<file path="src/rtl/reg_file_2r1w.sv">
// reg_file_2r1w: 2**ADDR_WIDTH x DATA_WIDTH register file with two registered
// read ports, one write port and a sweep FSM that zeroes every register.
// Optional build macro REG_FILE_BYPASS_EN: when defined, an accepted write
// is forwarded to any read port addressing the same register on that edge.
// Without it, a read-during-write returns the pre-write contents.
module reg_file_2r1w #(
    parameter int DATA_WIDTH = 8,
    parameter int ADDR_WIDTH = 4
) (
    input  logic                  clock,
    input  logic                  clear,
    input  logic [ADDR_WIDTH-1:0] write_select,
    input  logic                  write_enable,
    input  logic [DATA_WIDTH-1:0] write_data,
    output logic                  write_ready,
    input  logic [ADDR_WIDTH-1:0] read_select_a,
    input  logic [ADDR_WIDTH-1:0] read_select_b,
    output logic [DATA_WIDTH-1:0] read_data_a,
    output logic [DATA_WIDTH-1:0] read_data_b,
    input  logic                  sweep_req,
    output logic                  sweep_busy,
    output logic                  sweep_done
);

    localparam int NUM_REGS = 2 ** ADDR_WIDTH;

    typedef enum logic [1:0] {
        IDLE  = 2'd0,
        SWEEP = 2'd1,
        DONE  = 2'd2
    } state_t;

    state_t                  state_q, state_d;
    logic [ADDR_WIDTH-1:0]   idx_q, idx_d;
    logic [DATA_WIDTH-1:0]   regs_q [NUM_REGS];
    logic [DATA_WIDTH-1:0]   rd_a_q, rd_a_d;
    logic [DATA_WIDTH-1:0]   rd_b_q, rd_b_d;
    logic                    wr_accept;

    // Writes are only taken outside SWEEP so the sweep owns the array.
    assign write_ready = (state_q != SWEEP);
    assign wr_accept   = write_enable && write_ready;
    assign read_data_a = rd_a_q;
    assign read_data_b = rd_b_q;

    // Sweep FSM next state, index and status outputs.
    always_comb begin
        state_d    = state_q;
        idx_d      = idx_q;
        sweep_busy = 1'b0;
        sweep_done = 1'b0;
        case (state_q)
            IDLE: begin
                if (sweep_req) begin
                    state_d = SWEEP;
                    idx_d   = '0;
                end
            end
            SWEEP: begin
                sweep_busy = 1'b1;
                // Index wraps naturally at the register width.
                idx_d      = idx_q + 1'b1;
                if (idx_q == '1) begin
                    state_d = DONE;
                end
            end
            DONE: begin
                sweep_done = 1'b1;
                state_d    = IDLE;
            end
            default: begin
                state_d = IDLE;
            end
        endcase
    end

    // Read-port next values, with optional write-to-read forwarding.
    always_comb begin
        rd_a_d = regs_q[read_select_a];
        rd_b_d = regs_q[read_select_b];
`ifdef REG_FILE_BYPASS_EN
        // Only an accepted write forwards; a dropped one never appears.
        if (wr_accept && (write_select == read_select_a)) begin
            rd_a_d = write_data;
        end
        if (wr_accept && (write_select == read_select_b)) begin
            rd_b_d = write_data;
        end
`endif
    end

    // FSM state, sweep index and registered read data.
    always_ff @(posedge clock or negedge clear) begin
        if (!clear) begin
            state_q <= IDLE;
            idx_q   <= '0;
            rd_a_q  <= '0;
            rd_b_q  <= '0;
        end else begin
            state_q <= state_d;
            idx_q   <= idx_d;
            rd_a_q  <= rd_a_d;
            rd_b_q  <= rd_b_d;
        end
    end

    // Register array: host writes, or one zeroed entry per SWEEP cycle.
    always_ff @(posedge clock or negedge clear) begin
        if (!clear) begin
            for (int i = 0; i < NUM_REGS; i++) begin
                regs_q[i] <= '0;
            end
        end else if (wr_accept) begin
            regs_q[write_select] <= write_data;
        end else if (state_q == SWEEP) begin
            regs_q[idx_q] <= '0;
        end
    end

endmodule

</file>
<file path="config.mk">
export PLATFORM = sky130hd
export DESIGN_NAME = reg_file_2r1w
export DESIGN_NICKNAME = d
export VERILOG_FILES = /design/src/rtl/reg_file_2r1w.sv
export SDC_FILE = /design/constraint.sdc
export NUM_CORES = 1
export LEC_CHECK = 0
export CORE_MARGIN = 8
export CORE_UTILIZATION = 35
export DETAILED_ROUTE_END_ITERATION = 7
export GPL_ROUTABILITY_DRIVEN = 0
export HOLD_SLACK_MARGIN = 0.02
export PLACE_DENSITY = 0.6
export SKIP_CTS_REPAIR_TIMING = 1
export SYNTH_ARGS = -nofsm -noshare
export SYNTH_HDL_FRONTEND = slang
export SYNTH_SLANG_ARGS = --single-unit
</file>
<file path="constraint.sdc">
create_clock -name clock -period 1.3 [get_ports clock]
set_input_delay 0.195 -clock clock [delete_from_list [all_inputs] [get_ports clock]]
set_output_delay 0.195 -clock clock [all_outputs]
set_load 0.1 [all_outputs]
</file>
### Congestion heat map

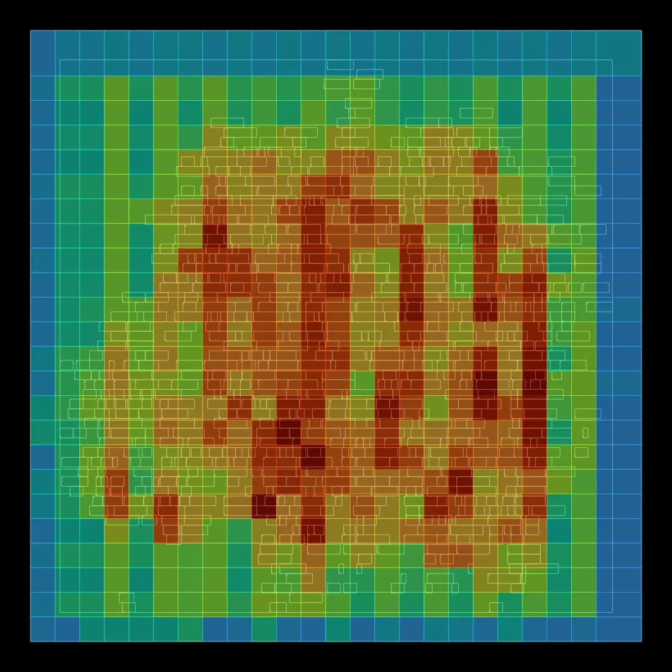
most used routing layer: met2
GR Layer Usage met2: 28.9%
Total GRT Usage: 17.9%

### Signal wires by layer

Two of the layers only.
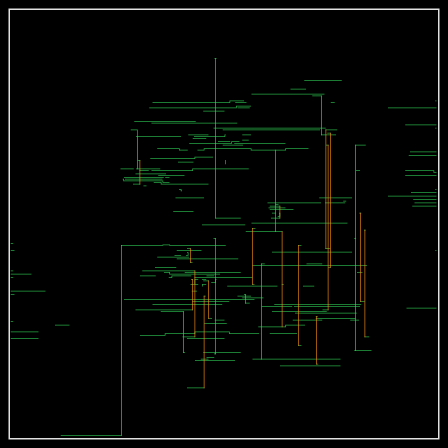
legend:
  M4:
    color: orange
    wire_length: 863 um
  M3:
    color: green
    wire_length: 1,920 um
Routed WL: 26,800 um
routed wirelength normalized by instance count: 24.6 um
Via Count: 6,444

### Where the registers sit

Scale bar: 50 um.
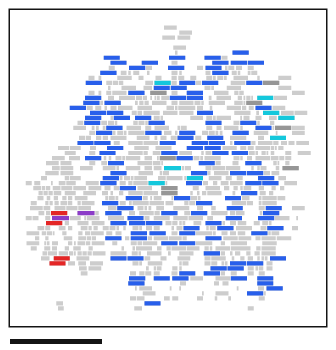
legend:
  read_data_a:
    color: cyan
    flops: 8
  idx_q:
    color: red
    flops: 4
    where: bottom left
  state_q:
    color: purple
    flops: 2
  regs_q:
    color: blue
    flops: 128
not colored: 8
Sequential Area: 3760 um^2
Sequential Power: 8.50 mW
flop share of the area: 33.2%

### Selected gate families

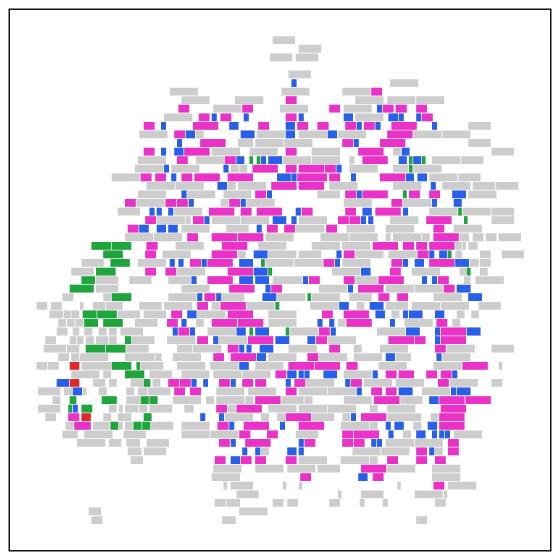
legend:
  aoi and oai cells:
    color: blue
    cells: 163
    most_used: o21ai_1
  nand cells:
    color: green
    cells: 45
    most_used: nand2_1
  mux cells:
    color: magenta
    cells: 194
    most_used: mux2i_1
  non-inverting ao/oa cells:
    color: red
    cells: 3
    most_used: a22o_1

## registers in the layout, indices dropped and copies added (netlist names)
name / count
regs_q: 128
read_data_a: 8
read_data_b: 8
idx_q: 4
state_q: 2
## where the power goes
group | leakage (nW) | switching [mW] | internal (mW)
registers | 1.99 | 1.84 | 6.67
clock network | 0.270 | 2.01 | 2.83
logic | 3.27 | 6.91 | 5.67
total | 5.53 | 10.8 | 15.2
## synth_stat cells (all sizes together)
| master | number | area share (%) |
|---|---|---|
| a22oi | 32 | 2.8 |
| and2 | 2 | 0.15 |
| nor3b | 1 | 0.15 |
| inv | 11 | 0.49 |
| nand2 | 18 | 0.80 |
| or2 | 1 | 0.074 |
| ha | 6 | 0.89 |
| o21bai | 1 | 0.089 |
| buf | 29 | 2.5 |
| mux2 | 1 | 0.13 |
| nor2b | 7 | 0.52 |
| nand3b | 6 | 0.53 |
| nor2 | 5 | 0.25 |
| o21ai | 129 | 7.6 |
| a41oi | 1 | 0.10 |
| and3 | 1 | 0.074 |
| nand2b | 4 | 0.30 |
| a22o | 3 | 0.31 |
| and3b | 2 | 0.24 |
| nand3 | 13 | 2.1 |
| mux4 | 64 | 18 |
| nand4 | 4 | 0.70 |
| dfrtp | 150 | 44 |
| clkbuf | 35 | 1.6 |
| mux2i | 129 | 15 |
## routing by layer
metal	vias to the layer above	routed length, um
met4	0	862
met3	58	1920
met2	308	13300
li1	2699	-
met1	3379	10800
met5	-	0
## worst max-delay path: stages (launching register included)
cell        delay, ns
dfrtp_2          0.42
nand2b_4         0.15
buf_6            0.13
clkinvlp_4       0.08
buf_12           0.17
## worst paths after layout
check / to / slack [ns] / from / cells after the start
worst min-delay path: idx_q[2] / 0.24 / clear / 2
max in group asynchronous: regs_q[59] / 0.52 / clear / 3
worst min register to register: regs_q[36] / 0.55 / regs_q[36] / 2
min in group clock: read_data_a[2] / 0.47 / read_select_a[0] / 5
worst max-delay path: sweep_busy / -0.28 / state_q[1] / 4
worst max register to register: regs_q[0] / -0.23 / state_q[1] / 6
## layout by cell type (no fill, tap or decap), types with 2 or more instances in the layout
cell type          n
a22o_1             3
a22oi_1            8
a22oi_2           24
and2_1             2
and3b_2            2
buf_12            58
buf_2              2
buf_4             49
buf_6              8
clkbuf_16         21
clkbuf_8           4
clkdlybuf4s50_1   18
clkinv_2           3
clkinvlp_4         7
dfrtp_1          147
dfrtp_2            3
dlymetal6s2s_1     2
ha_1               5
inv_1              8
inv_2              2
mux2i_1          128
mux4_2            63
nand2_1           18
nand2b_1           3
nand3_4           12
nand3b_1           6
nand4_2            3
nor2_1             2
nor2_2             3
nor2b_1            3
nor2b_2            3
o21ai_0           45
o21ai_1           52
o21ai_2           32
## through the flow
step	cell area (um^2)	hold slack (ns)	instances
after floorplan	8550	-0.101	655
after global placement	10100	0.128	1031
after detailed placement	10100	0.131	1031
after global routing	11300	0.281	1090
final	11300	0.243	1090
after CTS	10700	-0.319	1063
## logic make-up after synthesis
group / share of synthesized area (%)
muxes: 33.3
and+or+nand+nor: 5.88
buffers and inverters: 4.56
AOI/OAI and AO/OA: 11.0
adders and majority gates: 0.888
DFF: 44.4
==> notes.md <==
The logs give 29,400 um^2 for the total die size and 2 for the largest buffer count on any clock path. The run gives 34 as the distinct cell type count after synthesis. The run gives 5.53 nW as the leakage dissipation.

The number of nets in the synthesized netlist is 685. The number of non-clock inverters in the layout was 11. Per the layout area report, the combinational gate area comes to 4570 um^2.

Counting every instance in the synthesized netlist gives 655. The run finished, with violations left. Fill cells in the final layout number 2,069. According to the dpl log, the detail-placed design has an HPWL of 17,300 um. According to the finish report, the design has a final net count of 783. STA classifies the critical path startpoint as a register. Per the post-route antenna check, the number of violating nets is 0. With the number of design rule violations left after detail routing at 0, the core occupancy in the finished layout is 47.1%. The synthesis stat section lists a flop and latch total of 150. With the clock buffer and inverter area fraction after layout at 5.12%, the core utilization before placement is 35.2%.

The achievable clock frequency was 632 MHz. The layout sequential cell count is 150, and the area of the placeable core is 24,000 um^2. Per the run summary, max-cap violations total 0. The kind of critical path was reg2out. The layout cell share with drive strength beyond 1 is 40.7%, and the largest net degree at the start of global routing is 40.

The logs give -0.645 ns for the worst slack at placement and -0.282 ns for the worst setup margin. The warning tally printed by Yosys for this design is 0. The run gives 509 for the number of violations reported at the end of detailed-routing iteration 0. TritonCTS built the clock tree. The number of antenna violations at the first check in global routing is 0. The plain and repair buffers instantiated in the layout total 143. The tools report the critical path endpoint category as a primary output.

The synthesized netlist was found by Yosys to have 655 cells. The antenna diode count is 0. Among all cell classes, the greatest summed area belongs to combinational gates.

The layout report gives the multi-input gate share of total cell area as 40.4%. Endpoints with negative setup slack in the final report add up to 139. With the final setup skew at 0.00697 ns, the mean instance size in the synthesized netlist is 12.9 um^2. The checks that failed: negative setup slack. The total overflow left after global routing is 0. The chip width came out at 171 um.
Power and IR drop assume default switching activity.
